### src/rtl/seg_scan_ctrl_pkg.sv
// seg_scan_ctrl_pkg
//   Shared definitions for the display scan controller:
//   - scan FSM state encoding (IDLE / BLANK / ON)
//   - BCD digit width
//   - common-anode digit-enable polarity (enable is active-low)
package seg_scan_ctrl_pkg;

    // Width of one packed BCD digit.
    localparam int BCD_W = 4;

    // Common-anode display: a digit is lit by pulling its enable low.
    localparam logic DIGIT_ON  = 1'b0;
    localparam logic DIGIT_OFF = 1'b1;

    // Scan FSM states.
    typedef enum logic [1:0] {
        ST_IDLE  = 2'd0,
        ST_BLANK = 2'd1,
        ST_ON    = 2'd2
    } scan_state_t;

endpackage

### src/rtl/seg_scan_ctrl_load.sv
// seg_scan_ctrl_load
//   Input side of the scan controller. Checks every digit of the incoming
//   packed BCD word, replaces out-of-range digits with 0 and marks them dark,
//   and keeps the latest loaded word in the pending register.
//
// Ports:
//   clk        in   clock, rising edge
//   rst        in   asynchronous active-high reset
//   din        in   packed BCD value, digit i at din[4i+3:4i]
//   din_valid  in   one-cycle load strobe
//   clean_val  out  combinational sanitized din (bad digits forced to 0)
//   clean_dark out  combinational per-digit flag: din digit was > 9
//   pend_val   out  registered sanitized value of the last load
//   pend_dark  out  registered dark flags of the last load
//   bcd_err    out  sticky: some loaded digit was > 9
import seg_scan_ctrl_pkg::*;

module seg_scan_ctrl_load #(
    parameter int DIGITS = 4
) (
    input  logic                      clk,
    input  logic                      rst,
    input  logic [BCD_W*DIGITS-1:0]   din,
    input  logic                      din_valid,
    output logic [BCD_W*DIGITS-1:0]   clean_val,
    output logic [DIGITS-1:0]         clean_dark,
    output logic [BCD_W*DIGITS-1:0]   pend_val,
    output logic [DIGITS-1:0]         pend_dark,
    output logic                      bcd_err
);

    logic [BCD_W*DIGITS-1:0] pend_val_reg;
    logic [DIGITS-1:0]       pend_dark_reg;
    logic                    bcd_err_reg;

    // Per-digit range check. A bad code is replaced by 0 so it can never
    // reach the decoder, and remembered as dark so it is never lit.
    generate
        for (genvar gi = 0; gi < DIGITS; gi++) begin : g_digit
            logic [BCD_W-1:0] code;
            assign code                          = din[gi*BCD_W +: BCD_W];
            assign clean_dark[gi]                = (code > BCD_W'(9));
            assign clean_val[gi*BCD_W +: BCD_W]  = clean_dark[gi] ? '0 : code;
        end
    endgenerate

    always_ff @(posedge clk or posedge rst) begin
        if (rst) begin
            pend_val_reg  <= '0;
            pend_dark_reg <= '0;
            bcd_err_reg   <= 1'b0;
        end else if (din_valid) begin
            pend_val_reg  <= clean_val;
            pend_dark_reg <= clean_dark;
            if (|clean_dark) begin
                bcd_err_reg <= 1'b1;
            end
        end
    end

    assign pend_val  = pend_val_reg;
    assign pend_dark = pend_dark_reg;
    assign bcd_err   = bcd_err_reg;

endmodule

### src/rtl/seg_scan_ctrl.sv
// seg_scan_ctrl
//   Time-multiplexed scan controller for a common-anode multi-digit display
//   sharing one external BCD-to-7-segment decoder. Each digit slot is
//   SCAN_DIV cycles: BLANK_CYC dark cycles (num settles here) followed by
//   the digit being enabled. The displayed value (shadow) only changes at a
//   frame boundary so a frame never mixes old and new digits.
//
// Parameters:
//   DIGITS     number of digit positions (2..8), digit 0 least significant
//   SCAN_DIV   cycles per digit slot, blank included (> BLANK_CYC)
//   BLANK_CYC  dark cycles at the start of every slot (>= 1)
//
// Ports:
//   sys_clk      in   clock, rising edge
//   sys_rst      in   asynchronous active-high reset
//   scan_en      in   1 = scan, 0 = dark and idle
//   lz_en        in   1 = suppress leading zeros (digit 0 never suppressed)
//   din          in   packed BCD value
//   din_valid    in   one-cycle load strobe for din
//   num          out  BCD code to the shared decoder, always 0..9
//   digit_sel_n  out  active-low digit enables, one-cold or all ones
//   frame_done   out  one-cycle pulse when the last slot of a frame ends
//   bcd_err      out  sticky flag: a loaded digit was > 9
import seg_scan_ctrl_pkg::*;

module seg_scan_ctrl #(
    parameter int DIGITS    = 4,
    parameter int SCAN_DIV  = 50000,
    parameter int BLANK_CYC = 500
) (
    input  logic                     sys_clk,
    input  logic                     sys_rst,
    input  logic                     scan_en,
    input  logic                     lz_en,
    input  logic [BCD_W*DIGITS-1:0]  din,
    input  logic                     din_valid,
    output logic [BCD_W-1:0]         num,
    output logic [DIGITS-1:0]        digit_sel_n,
    output logic                     frame_done,
    output logic                     bcd_err
);

    localparam int CW = (SCAN_DIV > 1) ? $clog2(SCAN_DIV) : 1;
    localparam int IW = $clog2(DIGITS);

    localparam logic [CW-1:0]     BLANK_LAST = CW'(BLANK_CYC - 1);
    localparam logic [CW-1:0]     ON_LAST    = CW'(SCAN_DIV - BLANK_CYC - 1);
    localparam logic [IW-1:0]     IDX_LAST   = IW'(DIGITS - 1);
    localparam logic [DIGITS-1:0] ALL_OFF    = {DIGITS{DIGIT_OFF}};

    // Loader outputs
    logic [BCD_W*DIGITS-1:0] clean_val;
    logic [DIGITS-1:0]       clean_dark;
    logic [BCD_W*DIGITS-1:0] pend_val;
    logic [DIGITS-1:0]       pend_dark;

    // Scan state
    scan_state_t             state_reg;
    logic [CW-1:0]           cnt_reg;
    logic [IW-1:0]           idx_reg;
    logic [BCD_W*DIGITS-1:0] shadow_val_reg;
    logic [DIGITS-1:0]       shadow_dark_reg;
    logic [BCD_W-1:0]        num_reg;
    logic [DIGITS-1:0]       sel_n_reg;
    logic                    frame_done_reg;

    // Derived combinational values
    logic [BCD_W*DIGITS-1:0] copy_val;
    logic [DIGITS-1:0]       copy_dark;
    logic [BCD_W-1:0]        cur_digit;
    logic [DIGITS-1:0]       lz_mask_w;
    logic [DIGITS-1:0]       on_pattern;
    logic                    suppress;

    seg_scan_ctrl_load #(
        .DIGITS (DIGITS)
    ) u_load (
        .clk        (sys_clk),
        .rst        (sys_rst),
        .din        (din),
        .din_valid  (din_valid),
        .clean_val  (clean_val),
        .clean_dark (clean_dark),
        .pend_val   (pend_val),
        .pend_dark  (pend_dark),
        .bcd_err    (bcd_err)
    );

    // Bit i set when digit i (i > 0) and every digit above it are zero,
    // i.e. digit i is a leading zero.
    function automatic logic [DIGITS-1:0] lz_mask(input logic [BCD_W*DIGITS-1:0] v);
        logic [DIGITS-1:0] m;
        logic              zero_above;
        m          = '0;
        zero_above = 1'b1;
        for (int i = DIGITS - 1; i >= 1; i--) begin
            zero_above = zero_above & (v[i*BCD_W +: BCD_W] == '0);
            m[i]       = zero_above;
        end
        return m;
    endfunction

    // A load in the same cycle as the frame-boundary copy bypasses pend,
    // so the new value is shown starting with the frame that begins now.
    assign copy_val  = din_valid ? clean_val  : pend_val;
    assign copy_dark = din_valid ? clean_dark : pend_dark;

    assign cur_digit = shadow_val_reg[int'(idx_reg)*BCD_W +: BCD_W];
    assign lz_mask_w = lz_mask(shadow_val_reg);
    assign suppress  = shadow_dark_reg[idx_reg] | (lz_en & lz_mask_w[idx_reg]);

    always_comb begin
        on_pattern          = ALL_OFF;
        on_pattern[idx_reg] = DIGIT_ON;
    end

    // Scan FSM. All outputs are registered here; num is only reloaded while
    // in BLANK, so it is stable whenever a digit is enabled.
    always_ff @(posedge sys_clk or posedge sys_rst) begin
        if (sys_rst) begin
            state_reg       <= ST_IDLE;
            cnt_reg         <= '0;
            idx_reg         <= '0;
            shadow_val_reg  <= '0;
            shadow_dark_reg <= '0;
            num_reg         <= '0;
            sel_n_reg       <= ALL_OFF;
            frame_done_reg  <= 1'b0;
        end else begin
            frame_done_reg <= 1'b0;
            if (!scan_en) begin
                // Dark immediately; shadow is deliberately kept.
                state_reg <= ST_IDLE;
                cnt_reg   <= '0;
                idx_reg   <= '0;
                num_reg   <= '0;
                sel_n_reg <= ALL_OFF;
            end else begin
                case (state_reg)
                    ST_IDLE: begin
                        state_reg       <= ST_BLANK;
                        cnt_reg         <= '0;
                        idx_reg         <= '0;
                        shadow_val_reg  <= copy_val;
                        shadow_dark_reg <= copy_dark;
                    end
                    ST_BLANK: begin
                        num_reg <= cur_digit;
                        if (cnt_reg == BLANK_LAST) begin
                            state_reg <= ST_ON;
                            cnt_reg   <= '0;
                            // lz_en takes effect per slot, here on ON entry.
                            sel_n_reg <= suppress ? ALL_OFF : on_pattern;
                        end else begin
                            cnt_reg <= cnt_reg + 1'b1;
                        end
                    end
                    ST_ON: begin
                        if (cnt_reg == ON_LAST) begin
                            state_reg <= ST_BLANK;
                            cnt_reg   <= '0;
                            sel_n_reg <= ALL_OFF;
                            if (idx_reg == IDX_LAST) begin
                                idx_reg         <= '0;
                                frame_done_reg  <= 1'b1;
                                shadow_val_reg  <= copy_val;
                                shadow_dark_reg <= copy_dark;
                            end else begin
                                idx_reg <= idx_reg + 1'b1;
                            end
                        end else begin
                            cnt_reg <= cnt_reg + 1'b1;
                        end
                    end
                    default: begin
                        state_reg <= ST_IDLE;
                        cnt_reg   <= '0;
                        idx_reg   <= '0;
                        num_reg   <= '0;
                        sel_n_reg <= ALL_OFF;
                    end
                endcase
            end
        end
    end

    assign num         = num_reg;
    assign digit_sel_n = sel_n_reg;
    assign frame_done  = frame_done_reg;

endmodule
### config.mk
export PLATFORM = sky130hd
export DESIGN_NAME = seg_scan_ctrl
export DESIGN_NICKNAME = d
export VERILOG_FILES = /design/src/rtl/seg_scan_ctrl_pkg.sv /design/src/rtl/seg_scan_ctrl_load.sv /design/src/rtl/seg_scan_ctrl.sv
export SDC_FILE = /design/constraint.sdc
export NUM_CORES = 1
export LEC_CHECK = 0
export CORE_MARGIN = 1.5
export CORE_UTILIZATION = 55
export CTS_CLUSTER_DIAMETER = 30
export DETAILED_ROUTE_END_ITERATION = 6
export PLACE_DENSITY_LB_ADDON = 0.08
export SYNTH_ARGS = -nofsm -noshare
export SYNTH_HDL_FRONTEND = slang
export SYNTH_SLANG_ARGS = --single-unit
export TNS_END_PERCENT = 10
### constraint.sdc
create_clock -name sys_clk -period 2.7 [get_ports sys_clk]
set_input_delay 0.27 -clock sys_clk [delete_from_list [all_inputs] [get_ports sys_clk]]
set_output_delay 0.27 -clock sys_clk [all_outputs]
set_load 0.005 [all_outputs]
==> run notes, run 1 <==
Physical implementation

Setup repair after global routing left no endpoint under its margin. Sorting the synthesized cells by area gives the leading types as sky130_fd_sc_hd__dfrtp_1 (50%), sky130_fd_sc_hd__mux2_2 (4.1%), sky130_fd_sc_hd__ha_1 (3.4%). For reference, the top logic cell family by area is simple AND/OR/NAND/NOR gates. The final wirelength is 6.06 mm.

The final weighted congestion in routability-driven placement is 0.819. The area of the die is 0.00651 mm². The final layout reports a setup TNS of 0 ns. Per the OpenROAD floorplan log, the width of the die is 80.7 µm. Yosys stat counts 294 cells in the synthesized netlist. Synthesis produced a netlist whose cell count is 294. After detailed routing, the number of vias per cell comes to 5.46.

The number of global-route vias before repair is 2156. Per the synthesis report, the adder-cell share of the synthesized area is 3.39%. The number of distinct standard cells referenced by the synthesized netlist is 48.

The cell with the largest stage delay on the worst path is sky130_fd_sc_hd__or4bb_1. The count of final hold-check violations is 0. The number of sinks driven by the clock tree is 70.

The top cell type by total area after synthesis is sky130_fd_sc_hd__dfrtp_1. Global routing used 30.0% of the available met1 tracks. STA puts the critical path data required time at 2.93 ns. The setup slack of the worst register-to-register path is 0.24 ns.

The worst reg2reg path depth is 8. The number of clock buffers inserted by TritonCTS is 9. The xor/xnor share of the synthesized area is 3.70%.

The cell area that synthesis handed to floorplanning was 0.00332 mm². The kind of path behind the tightest hold check is in2async. The CTS H-tree depth is 3.

The library cell used most frequently in the layout, excluding fill and tap cells, is sky130_fd_sc_hd__dfrtp_1. The share of synthesized cell area in and, or, nand and nor gates is 14.8%. The critical path contains buffers and inverters numbering 2 combined. The part of the Yosys area used for sequential elements is 53.0%. The number of antenna violations at the first check in global routing was 0. The share of flip-flops with an asynchronous set or reset after synthesis is 100%. The iteration count of the initial detailed-routing pass is 4. Grouping stages by cell kind, the critical path spends the most delay in simple AND/OR/NAND/NOR gates.

Of the post-synthesis cell area, the part taken by muxes is 11.7%. Recorded from the global router log, the overflow total was 0. The y dimension of the die is 80.7 µm. Pin placement for this block handled 31 I/O pins.

The setup skew after layout is 0.00491 ns. The leakage power is 1.68 nW. The largest driver fanout on the critical path is 20. The layout net count is 360. On the reported timing paths, the clock transition at the registers reads 0.07 ns. The final non-filler cell total is 410. The detailed-route via count is 2239. The launch point of the worst register-to-register path is recorded as state_reg[0]. The number of nets at floorplan is 324.

The post-CTS hold buffer count recorded in the log is 0. The clock insertion delay at the later pin of the skew report is 0.35 ns. The maximum achievable frequency is 0.407 GHz. The endpoint of the worst register-to-register path is shadow_val_reg[13].

The average instance area after synthesis is 11.3 µm². The number of diodes added for antenna fixing is 0. Measured against its own limit, the worst slew margin works out to 59.1%. Per the final layout report, the fraction of cells sized above drive strength 1 comes to 15.5%. For the pin with the worst max-slew slack, the measured transition is 0.613 ns. The most frequently used flop master after synthesis is sky130_fd_sc_hd__dfrtp_1. The post-CTS setup repair buffer count is 0. Cells fill 66.4% of the core in the end. Per the cell usage report, the commonest logic cells after layout are sky130_fd_sc_hd__dfrtp_1 (66), sky130_fd_sc_hd__clkdlybuf4s50_1 (30), sky130_fd_sc_hd__nor2_1 (29), sky130_fd_sc_hd__inv_1 (27), sky130_fd_sc_hd__nand2_1 (20). The number of buffers inserted by port buffering is 30. The detailed router's first-iteration violation count is 116. The synthesis warning total is 0.

The highest cell delay on the worst timing path is 0.54 ns. For reference, compound AND-OR and OR-AND cells occupy 8.53% of the area reported after synthesis. The master cell of the clock root buffer is sky130_fd_sc_hd__clkbuf_8.

Post-CTS repair ended up resizing 0 cells. The smallest clock period supported by the final layout is computed as 2.46 ns. The signal on the critical path passes through inv_1 > ha_1 > or4bb_1 > nor4_4 > nand2_1 > a21oi_2 > buf_12 > mux2_1. The count of final max-slew check failures is 0. The post-detailed-route DRC marker count is 0. The HPWL after detailed placement is 4.39 mm. Once detail routing completed, the nets flagged for antenna violations numbered 0.

STA classifies the critical path endpoint as a flip-flop. The flow ran to the end, and the final reports show no timing, DRC or antenna violations. The type of the setup path with the least slack is reg2reg. The maximum root-to-sink buffer count is 2. The share of synthesized area in the top cell type comes to 49.8%. In this run the tools logged warnings totalling 32.
-- run 1: metrics by stage --
stage | worst slack [ns] | hold WS, ns | cell area, µm²
floorplan | 0.413 | 0.384 | 3320
global route | 0.0918 | 0.368 | 3910
CTS | 0.234 | 0.333 | 3910
detailed placement | 0.262 | 0.442 | 3720
global placement | 0.306 | 0.437 | 3720
finish | 0.241 | 0.315 | 3910
-- run 1: synthesized netlist by cell type, types with 6 or more instances --
master / n
sky130_fd_sc_hd__nand3_1: 13
sky130_fd_sc_hd__ha_1: 9
sky130_fd_sc_hd__mux2_1: 8
sky130_fd_sc_hd__inv_1: 28
sky130_fd_sc_hd__xor2_1: 8
sky130_fd_sc_hd__dfrtp_1: 66
sky130_fd_sc_hd__xnor2_1: 6
sky130_fd_sc_hd__nand2_1: 20
sky130_fd_sc_hd__o21ai_0: 15
sky130_fd_sc_hd__mux2_2: 12
sky130_fd_sc_hd__nor2_1: 29
sky130_fd_sc_hd__clkbuf_1: 6
sky130_fd_sc_hd__a21oi_1: 7
-- run 1: metal layers --
layer	up-vias	wire [µm]	share of wire (%)
met5	-	0	0
met4	0	127	2.1
met3	12	242	4.0
met2	45	2730	45
met1	1092	2960	49
li1	1090	-	-
-- run 1: worst register-to-register path, cell delays in order, from the launching register on --
cell	delay, ns
sky130_fd_sc_hd__dfrtp_1	0.42
sky130_fd_sc_hd__inv_1	0.10
sky130_fd_sc_hd__ha_1	0.23
sky130_fd_sc_hd__or4bb_1	0.54
sky130_fd_sc_hd__nor4_4	0.19
sky130_fd_sc_hd__nand2_1	0.13
sky130_fd_sc_hd__a21oi_2	0.20
sky130_fd_sc_hd__buf_12	0.18
sky130_fd_sc_hd__mux2_1	0.35
-- run 1: power by group --
part	internal (W)	switching (W)	leakage, nW
clock network	0.000406	0.000381	0.0954
logic	0.000359	0.000320	0.671
registers	0.00123	0.000126	0.915
-- run 1: cell families after synthesis --
logic type,after synthesis
xor+xnor,14
simple gates,92
fa+ha+maj,9
flops,70
compound gates,40
buf+inv,39
mux,30
-- run 1: final cells by class --
| cell class | instances | area [µm²] |
|---|---|---|
| clock inverter | 3 | 17.5 |
| multi-input combinational | 185 | 1400 |
| sequential | 70 | 1760 |
| inverter | 29 | 109 |
| timing repair buffer | 35 | 363 |
| fill | 469 | 1980 |
| tap | 75 | 93.8 |
| clock buffer | 13 | 169 |
-- run 1: worst max path at each step --
stage / slack, ns / depth (start not counted) / end / startpoint
2_1_floorplan: 0.41 / 8 / shadow_dark_reg[0] / state_reg[0]
3_3_place_gp: 0.31 / 8 / shadow_dark_reg[2] / state_reg[0]
3_5_place_dp: 0.26 / 8 / shadow_val_reg[5] / state_reg[0]
4_1_cts: 0.23 / 8 / shadow_val_reg[13] / state_reg[0]
5_1_grt: 0.09 / 8 / shadow_val_reg[13] / state_reg[0]
6_report: 0.24 / 8 / shadow_val_reg[13] / state_reg[0]
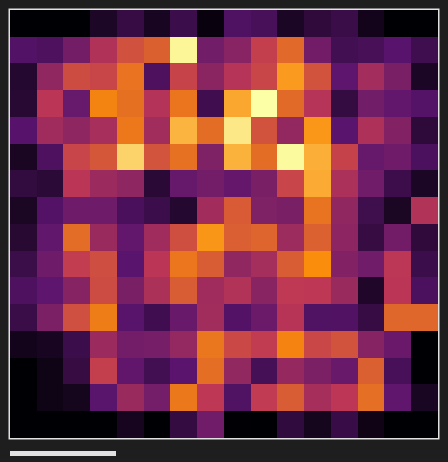
*Wire density map, run 1*
Bar = 20 µm. The die is cut into 16 by 16 equal tiles; black is low, pale yellow is high, scaled to the fullest tile. Values are wire area over tile area, all layers added.
- fullest tile: 0.41
- nearly empty tiles: 7.0%
- mean over tiles: 0.15
- tiles over half the peak: 27%
- emptiest ninth of the die: south-west

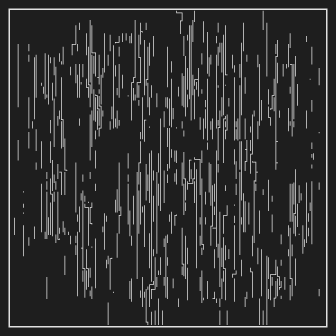
*The metal 2 layer, run 1*
- main direction: vertical
- nets with wire on the layer: 287
- longest straight run: 33.3 µm
- wire length on this layer: 2730 µm
- share of all routed wire: 45%

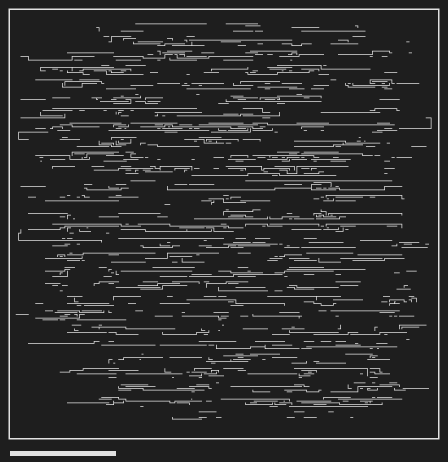
*M1 wires, run 1*
Bar = 20 µm.
- main direction: horizontal
- nets with wire on the layer: 321
- share of all routed wire: 49%
- longest straight run: 27.6 µm

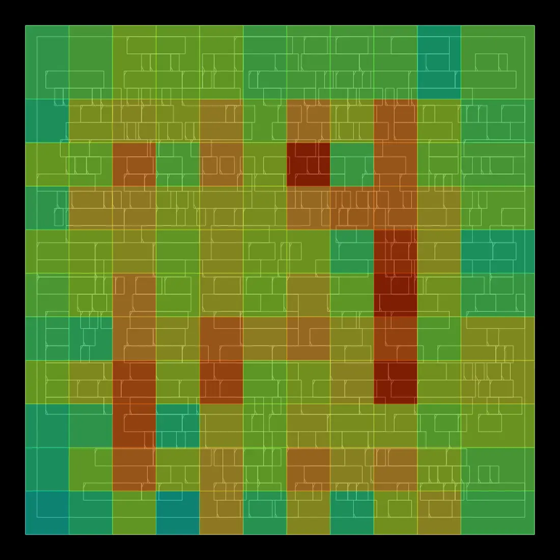
*Routing congestion map, run 1*
fraction of met2 tracks used by global routing: 31.8%
most heavily used metal layer in global routing: met2
Total Routing Usage GR: 21.5%
Avg WL per Cell: 14.8 µm

### Placement density heat map, run 1

Bar = 20 µm. The die is cut into 8 by 8 equal tiles; black is low, pale yellow is high, 0 to 100% covered.
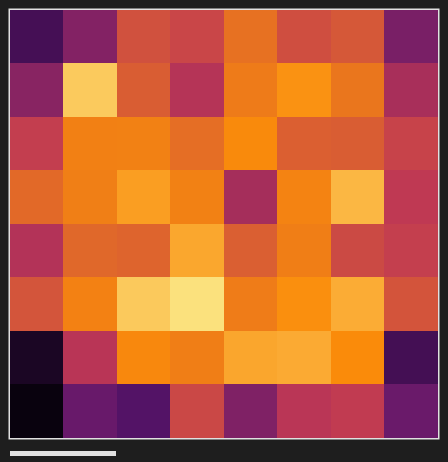

## Run 2: what changed since run 1
- GPL_TIMING_DRIVEN: unset -> 0
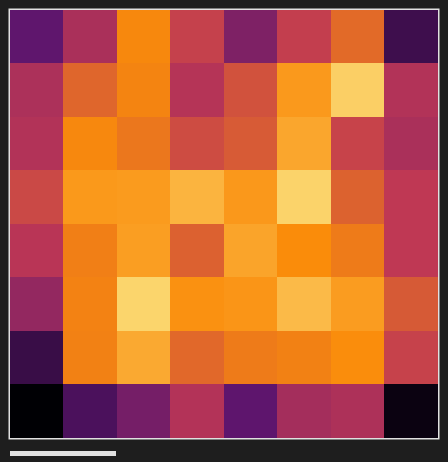
*Placement density heat map, run 2*
Bar = 20 µm. The die is cut into 8 by 8 equal tiles; black is low, pale yellow is high, 0 to 100% covered.
- nearly empty tiles: 1.6%
- emptiest ninth of the die: south-west
- fullest tile: 91%
- mean over tiles: 59%
- tiles over 75% full: 27%
- densest ninth of the die: center

==> run notes, run 2 <==
Physical implementation

The flow ran to the end, and the final reports show no timing, DRC or antenna violations. The CTS clock-pin slew for the worst setup and hold paths is 0.08 ns. At the end of routability-driven placement, the weighted congestion stood at 0.761. The cell with the largest stage delay on the worst path is sky130_fd_sc_hd__or4bb_1. The setup slack of the worst register-to-register path is 0.14 ns. STA lists the maximum fanout along the critical path as 10. The number of nets still failing antenna checks after routing is 0. For reference, the placement row count at floorplan is 28. The report lists the cells along the critical path as inv_1 > ha_1 > or4bb_1 > nor4_4 > nand2_1 > a21oi_2 > buf_6 > mux2_2. In the placement report, post-DP HPWL is listed as 4.61 mm.

The worst setup path is captured at a flip-flop. The relative slew slack is 44.4%. The overall global routing resource usage is 22.9%. In the Yosys report the total cell count is 294. The final critical path time including I/O delays and setup is 2.56 ns. Once layout is complete, the cells apart from fillers number 415.

The total global routing overflow is 0. The y dimension of the die is 80.7 µm. The required time at the worst-slack endpoint is 2.92 ns. Averaged over all synthesized cells, the footprint is 11.3 µm². Cells fill 66.6% of the core in the end. The area of the die is 0.00651 mm². The number of global-route vias before repair was 2238.

The synthesis stats list as the most numerous cell sky130_fd_sc_hd__dfrtp_1. The count of final hold-check violations is 0. The tree is rooted in a sky130_fd_sc_hd__clkbuf_8.

The script logs the mean routed wire length per placed instance as 15.8 µm. STA lists the endpoint of the worst register-to-register path as shadow_val_reg[15]. Setup repair after global routing left no endpoint under its margin.

The actual transition at the worst max-transition pin is 0.834 ns. The number of setup buffers added after CTS is 0. Wires add up to 6.54 mm.

The synthesized design devotes to its leading area cell type 49.8% of total area. The top cell type in the final layout, fill and taps aside, is sky130_fd_sc_hd__dfrtp_1. The synthesis run shows the most used standard cells to be sky130_fd_sc_hd__dfrtp_1 (66), sky130_fd_sc_hd__nor2_1 (29), sky130_fd_sc_hd__inv_1 (28). The type of the setup path with the least slack is reg2reg.

For this run, the register share of the synthesized area comes to 53.0%. The number of sinks driven by the clock tree is 70. The fraction of layout cells with a size suffix above 1 is 14.7%. According to the report, the first pass of detailed routing completed in 6 iterations.

The number of antenna violations at the first check in global routing is 0. The number of nets at floorplan is 324. In the synthesized netlist the dominant register cell turns out to be sky130_fd_sc_hd__dfrtp_1. The script extracted a total leakage power of 1.68 nW. The kind of path behind the tightest hold check is in2async. The number of clock buffers inserted by TritonCTS is 9. The summed instance area of the synthesized netlist is 0.00332 mm². The floorplan step set the die width to 80.7 µm. The beginning of the worst register-to-register path is state_reg[0]. The most common logic cells in the final layout are sky130_fd_sc_hd__dfrtp_1 (66), sky130_fd_sc_hd__clkdlybuf4s50_1 (30), sky130_fd_sc_hd__nor2_1 (29), sky130_fd_sc_hd__inv_1 (27), sky130_fd_sc_hd__nand2_1 (20). The number of vias per cell after detailed routing is 5.57.

In this run the deepest clock path goes through 2 buffers. The synthesis report lists the most area-consuming cells as sky130_fd_sc_hd__dfrtp_1 (50%), sky130_fd_sc_hd__mux2_2 (4.1%), sky130_fd_sc_hd__ha_1 (3.4%). The detailed-route via count is 2310. The final clock period utilization by the worst path is 94.7%. Of all cell types, the one taking the most synthesized area is sky130_fd_sc_hd__dfrtp_1. The stage logs contain a warning count of 32. The CTS H-tree depth is 3. The placement report lists the number of port buffers as 30. The setup skew after layout is 0.0100 ns. Per the detail_route report, DRC violations left total 0.

The layout net count is 365. The count of final max-slew check failures is 0. The number of diodes added for antenna fixing is 0. The worst register-to-register path has a depth of 8. The I/O pin count is 31.

The share of flip-flops with an asynchronous set or reset after synthesis is 100%. The highest clock rate this design can be run at is 0.391 GHz. The number of gates resized after CTS was 0.
## run 2: logic make-up after synthesis
logic type	after synthesis	share of synthesized area, %
adders and majority gates	9	3.40
muxes	30	11.7
and+or+nand+nor	92	14.8
DFF	70	53.0
AOI/OAI and AO/OA	40	8.52
xor gates and xnor gates	14	3.70
buffers and inverters	39	4.90
## run 2: critical path, delay by kind of cell, from the launching register on
family,cells,cell delay [ns]
DFF,1,0.43
and+or+nand+nor,3,0.89
AOI/OAI and AO/OA,1,0.23
buffers and inverters,2,0.29
adders and majority gates,1,0.26
muxes,1,0.34
## run 2: stage by stage
step	total power, W	setup TNS, ns	worst slack, ns	instance area (µm²)
2_1_floorplan	0.00186	0	0.413	3320
3_3_place_gp	0.00205	-31.75	-0.485	3710
3_5_place_dp	0.00208	0	0.142	3710
4_1_cts	0.00295	0	0.124	3920
5_1_grt	0.00308	0	0.0420	3920
6_report	0.00294	0	0.144	3920
## run 2: worst max-delay path by stage
| stage | from | end | cells after the start |
|---|---|---|---|
| 2_1_floorplan | state_reg[0] | shadow_dark_reg[0] | 8 |
| 3_3_place_gp | sys_rst | u_load.bcd_err | 2 |
| 3_5_place_dp | state_reg[0] | shadow_val_reg[3] | 8 |
| 4_1_cts | state_reg[0] | shadow_val_reg[2] | 8 |
| 5_1_grt | state_reg[0] | shadow_val_reg[11] | 8 |
| 6_report | state_reg[0] | shadow_val_reg[15] | 8 |
## run 2: area by class of cell
class	instances	area, µm²
Clock buffer	12	155
Tap cell	75	93.8
Inverter	29	111
Buffer	10	53.8
Clock inverter	4	53.8
Sequential cell	70	1760
Timing Repair Buffer	30	300
Fill cell	459	1960
Multi-Input combinational cell	185	1400
## run 2: metal layers
metal / up-vias / wire (µm) / track usage [%]
met5: - / 0 / 0
met4: 0 / 99 / 9.14
met3: 9 / 287 / 5.00
met2: 60 / 3030 / 35.7
li1: 1104 / - / -
met1: 1137 / 3130 / 31.0
## run 2: power breakdown
part           total (W)  switching, W  internal (W)
clock           0.000874      0.000394      0.000481
combinational   0.000689      0.000333      0.000356
sequential       0.00137      0.000142       0.00123
Power figures rest on the tool's default switching activity, not on a simulated workload.
